### Met1 routing

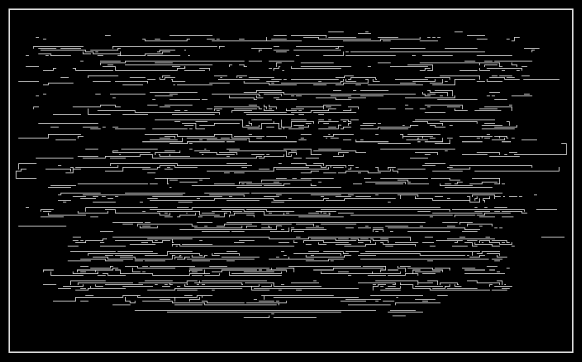
### Signal wires on met2

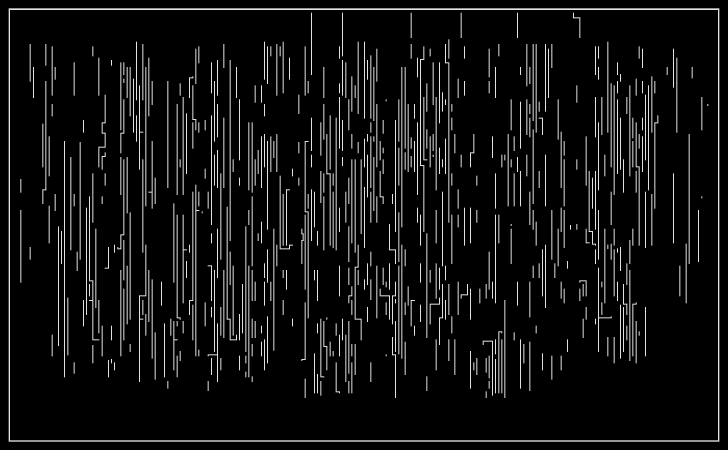
### Met3 routing

Bar = 20 µm. Cells faint in the background.
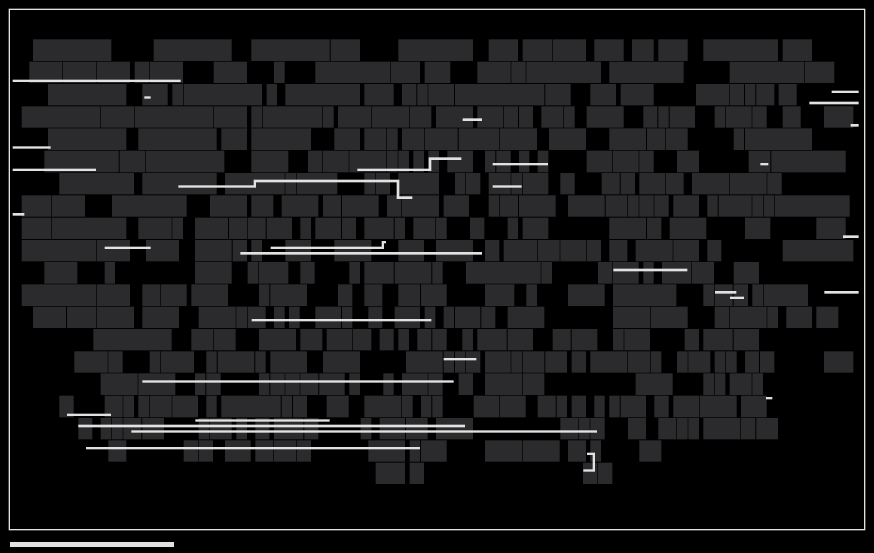
### Routing congestion

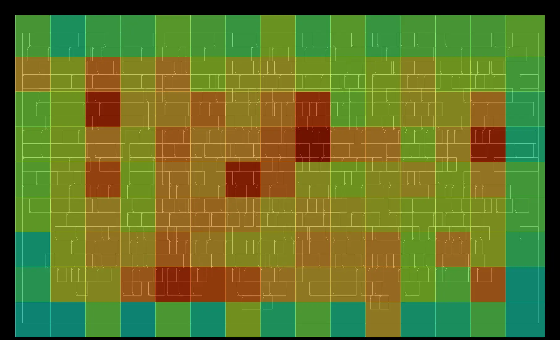
### Sequential cells grouped by signal name

Bar = 20 µm. Other sequential cells in the stronger gray, the rest of the logic in the fainter gray.
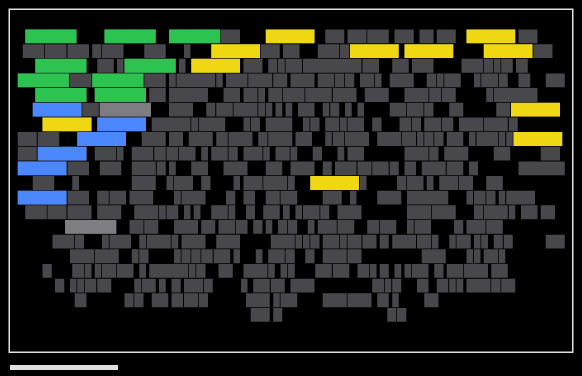
`config.mk`:
```
export PLATFORM = sky130hd
export DESIGN_NAME = prbs9_tx_mod_flat
export DESIGN_NICKNAME = d
export VERILOG_FILES = /design/src/rtl/prbs9_tx_pkg.sv /design/src/rtl/prbs9_tx_if.sv /design/src/rtl/prbs9_gen.sv /design/src/rtl/prbs9_tx_mod.sv /design/src/flat_wrapper.sv
export SDC_FILE = /design/constraint.sdc
export NUM_CORES = 1
export LEC_CHECK = 0
export CAP_MARGIN = 0
export CORE_ASPECT_RATIO = 0.6
export CORE_UTILIZATION = 55
export DETAILED_ROUTE_END_ITERATION = 7
export PLACE_DENSITY = 0.78
export SYNTH_ARGS = -nofsm -noshare
export SYNTH_HDL_FRONTEND = slang
export SYNTH_SLANG_ARGS = --single-unit
```
`constraint.sdc`:
```
create_clock -name clk -period 7.7 [get_ports clk]
set_input_delay 1.155 -clock clk [delete_from_list [all_inputs] [get_ports clk]]
set_output_delay 1.155 -clock clk [all_outputs]
set_load 0.01 [all_outputs]
```
`src/rtl/prbs9_tx_pkg.sv`:
```
// Shared constants, sample type and raised-cosine coefficient ROM for the PRBS9 transmit chain.
package prbs9_tx_pkg;

    localparam int unsigned OS      = 4;
    localparam int unsigned NSYM    = 6;
    localparam int unsigned NTAP    = OS * NSYM;
    localparam int unsigned NB_COEF = 8;
    localparam int unsigned NB_OUT  = NB_COEF + 3;
    localparam int unsigned PH_W    = 2;
    localparam int unsigned LFSR_W  = 9;

    localparam logic [LFSR_W-1:0] SEED = 9'h1FF;

    typedef logic signed [NB_OUT-1:0]  sample_t;
    typedef logic signed [NB_COEF-1:0] coef_t;

    // Raised cosine, rolloff 0.5, 4 samples/symbol, centred on tap 12, S(8,7) rounded.
    localparam coef_t COEF [0:NTAP-1] = '{
        8'sd0,   8'sd1,   8'sd2,   8'sd3,
        8'sd0,  -8'sd7,  -8'sd15, -8'sd16,
        8'sd0,   8'sd33,  8'sd76,  8'sd113,
        8'sd127, 8'sd113, 8'sd76,  8'sd33,
        8'sd0,  -8'sd16, -8'sd15, -8'sd7,
        8'sd0,   8'sd3,   8'sd2,   8'sd1
    };

    // Sign-extend a coefficient to the accumulator/output width.
    function automatic sample_t coef_ext(input coef_t c);
        return NB_OUT'(c);
    endfunction

endpackage

```
`src/rtl/prbs9_tx_if.sv`:
```
// Enable in, PRBS bit and shaped sample out.
interface prbs9_tx_if;
    import prbs9_tx_pkg::*;

    logic    enable;
    logic    bit_out;
    sample_t conv_out;

    modport master (output enable, input bit_out, input conv_out);
    modport slave  (input enable, output bit_out, output conv_out);
endinterface

```
`src/rtl/prbs9_gen.sv`:
```
// PRBS9 (x^9+x^5+1) source; the MSB of the register is the current symbol bit.
module prbs9_gen
    import prbs9_tx_pkg::*;
(
    input  logic clk,
    input  logic rst,
    input  logic advance,
    output logic bit_out
);

    logic [LFSR_W-1:0] lfsr;

    // Shift in the feedback bit once per symbol.
    always_ff @(posedge clk or negedge rst) begin
        if (!rst) begin
            lfsr <= SEED;
        end else if (advance) begin
            lfsr <= {lfsr[LFSR_W-2:0], lfsr[8] ^ lfsr[4]};
        end
    end

    assign bit_out = lfsr[LFSR_W-1];

endmodule

```
`src/rtl/prbs9_tx_mod.sv`:
```
// PRBS9 symbols through a x4 polyphase raised-cosine shaper, one sample per enabled clock.
module prbs9_tx_mod
    import prbs9_tx_pkg::*;
(
    input  logic       clk,
    input  logic       rst,
    prbs9_tx_if.slave  bus
);

    logic [PH_W-1:0] phase;
    logic [NSYM-1:0] sr;
    logic            advance_c;
    logic            sym_bit;
    sample_t         mac_c;
    sample_t         conv_q;

    // Symbol boundary: last sample phase of the current symbol.
    assign advance_c = bus.enable && (phase == PH_W'(OS - 1));

    prbs9_gen u_gen (
        .clk     (clk),
        .rst     (rst),
        .advance (advance_c),
        .bit_out (sym_bit)
    );

    // Polyphase MAC: each stored symbol adds or subtracts its tap for this phase.
    always_comb begin
        mac_c = '0;
        for (int unsigned k = 0; k < NSYM; k++) begin
            if (sr[k]) begin
                mac_c = mac_c + coef_ext(COEF[OS * k + 32'(phase)]);
            end else begin
                mac_c = mac_c - coef_ext(COEF[OS * k + 32'(phase)]);
            end
        end
    end

    // Phase counter, symbol history and registered output, all frozen when disabled.
    always_ff @(posedge clk or negedge rst) begin
        if (!rst) begin
            phase  <= '0;
            sr     <= '0;
            conv_q <= '0;
        end else if (bus.enable) begin
            phase  <= phase + PH_W'(1);
            conv_q <= mac_c;
            if (advance_c) begin
                sr <= {sr[NSYM-2:0], sym_bit};
            end
        end
    end

    assign bus.bit_out  = sym_bit;
    assign bus.conv_out = conv_q;

endmodule

```
`src/flat_wrapper.sv`:
```
// flat-port wrapper written by rule: the top's interface ports become plain ports
module prbs9_tx_mod_flat import prbs9_tx_pkg::*;
  (clk, rst, bus_enable, bus_bit_out, bus_conv_out);
  prbs9_tx_if bus_i ();
  input  logic clk;
  input  logic rst;
  input wire logic [$bits(bus_i.enable)-1:0] bus_enable;
  output wire logic [$bits(bus_i.bit_out)-1:0] bus_bit_out;
  output wire logic [$bits(bus_i.conv_out)-1:0] bus_conv_out;
  assign bus_i.enable = bus_enable;
  assign bus_bit_out = bus_i.bit_out;
  assign bus_conv_out = bus_i.conv_out;
  prbs9_tx_mod u_core (.clk(clk), .rst(rst), .bus(bus_i));
endmodule
```
==> results.cfg <==
; flow metrics
[sta]
worst_slew_pin_slew_ps = 914
holdWs_ps = 503
period_used_pct = 92.5
fmax_mhz = 140
setup_viol_count_final = 0

[clocking]
insertion_delay_ps = 280
path_clk_slew_ps = 100
numCtsBuffers = 3
clkSinkCount = 28
cts_root_buf = clkbuf_8

[worst_setup_path]
required_ps = 7870
path_class = reg2reg
crit_path_max_incr_delay_ps = 690
cp-start-kind = register
cp-end-kind = register

[grt]
grt_pass1_wl_um = 13200
grt_max_degree = 29
antenna_found_initial = 0

[floorplanning]
die_w_um = 104
fp_util_pct = 59.5
coreArea_mm2 = 0.00581

[placed_design]
place.gp.congestion = 0.915
hpwl_um = 6150

[run_status]
status = finished clean

[cells_and_area]
nFillCells = 476
seq_share_pct = 19.1
lay_top_count = ha_1
final_layout_size_suffix_gt1_share_pct = 11.9
comb_share_pct = 68.5
dominant-cell-class = multi-input combinational cells
layout_top_cells = ha_1 (51), inv_1 (36), xnor2_1 (34)
n_sequential_cell = 28
combGateArea_mm2 = 0.00256
antenna_cells = 0
n_all_buffers = 16

[logic_synthesis]
top_cells_by_count = ha_1 (51), inv_1 (36), xnor2_1 (34), a21oi_1 (31), nor2_1 (31)
syn_avg_cell_area_um2 = 8.68
netlist_instances = 398
synth.largest_area_cell = ha_1
yosys_area_mm2 = 0.00345
ys_seq_share_pct = 20.6
edf_count = 0
top_area_share_pct = 18.5
syn-num-nets = 456
netlist_area_mm2 = 0.00345

[flow_run]
tool_warnings = 34

[detailed_routing]
dr_total_vias = 2755
## Picture notes: 'Met1 routing'
- wire length on this layer: 4020 µm
- share of all routed wire: 53%
- nets with wire on the layer: 420
- longest straight run: 46.5 µm

## Picture notes: 'Signal wires on met2'
- wire length on this layer: 3120 µm
- longest straight run: 34.7 µm
- share of all routed wire: 41%
- main direction: vertical
- nets with wire on the layer: 385

## Picture notes: 'Met3 routing'
- main direction: horizontal
- nets with wire on the layer: 28
- wire length on this layer: 402 µm
- share of all routed wire: 5.3%

## Picture notes: 'Routing congestion'
met1 global-route usage: 36.6%
wire per inst: 15.7 µm
grt met2 use: 37.5%
gr busiest metal: met2
gr usage total: 24.7%

## Picture notes: 'Sequential cells grouped by signal name'
- yellow: u_core.bus.conv_out (placed flops 11)
- blue: u_core.sr (placed flops 6; where middle left)
- green: u_core.u_gen.lfsr (placed flops 9; where upper left)
- not colored: 2

worst paths after layout:
| check | cells after the start | slack [ps] | endpoint | startpoint |
|---|---|---|---|---|
| worst min register to register | 2 | 500 | u_core.u_gen.lfsr[0] | u_core.u_gen.lfsr[0] |
| worst max register to register | 27 | 580 | u_core.bus.conv_out[10] | u_core.phase[1] |
| worst min-delay path | 2 | 500 | u_core.u_gen.lfsr[0] | u_core.u_gen.lfsr[0] |
| max in group asynchronous | 2 | 6120 | u_core.u_gen.lfsr[4] | rst |
| min in group asynchronous | 2 | 1250 | u_core.bus.conv_out[10] | rst |
| worst max-delay path | 27 | 580 | u_core.bus.conv_out[10] | u_core.phase[1] |
stage by stage:
step	worst slack (ps)	instances	util, %
2_1_floorplan	877	398	-
3_3_place_gp	672	481	63.0
3_5_place_dp	452	481	63.0
4_1_cts	421	485	64.2
5_1_grt	7.87	485	64.3
6_report	577	485	64.3
routing by layer:
layer	share of wire [%]	wire, µm	vias up	GRT usage, %
li1	-	-	1406	-
met1	53	4020	1290	36.6
met2	41	3120	51	37.5
met3	5.3	401	8	5.38
met4	1.0	76	0	3.04
met5	0	0	-	0
repair_timing:
item	in CTS	in global routing
gates resized	0	2
endpoints found under the setup margin	0	1
endpoints found under the hold margin	0	0
logic make-up after synthesis:
family	count (synthesis)	share of synthesized area (%)
buffers and inverters	49	5.36
AOI/OAI and AO/OA	97	17.8
xor gates and xnor gates	47	12.8
and+or+nand+nor	91	12.8
muxes	31	9.96
adders and majority gates	55	20.8
DFF	28	20.6
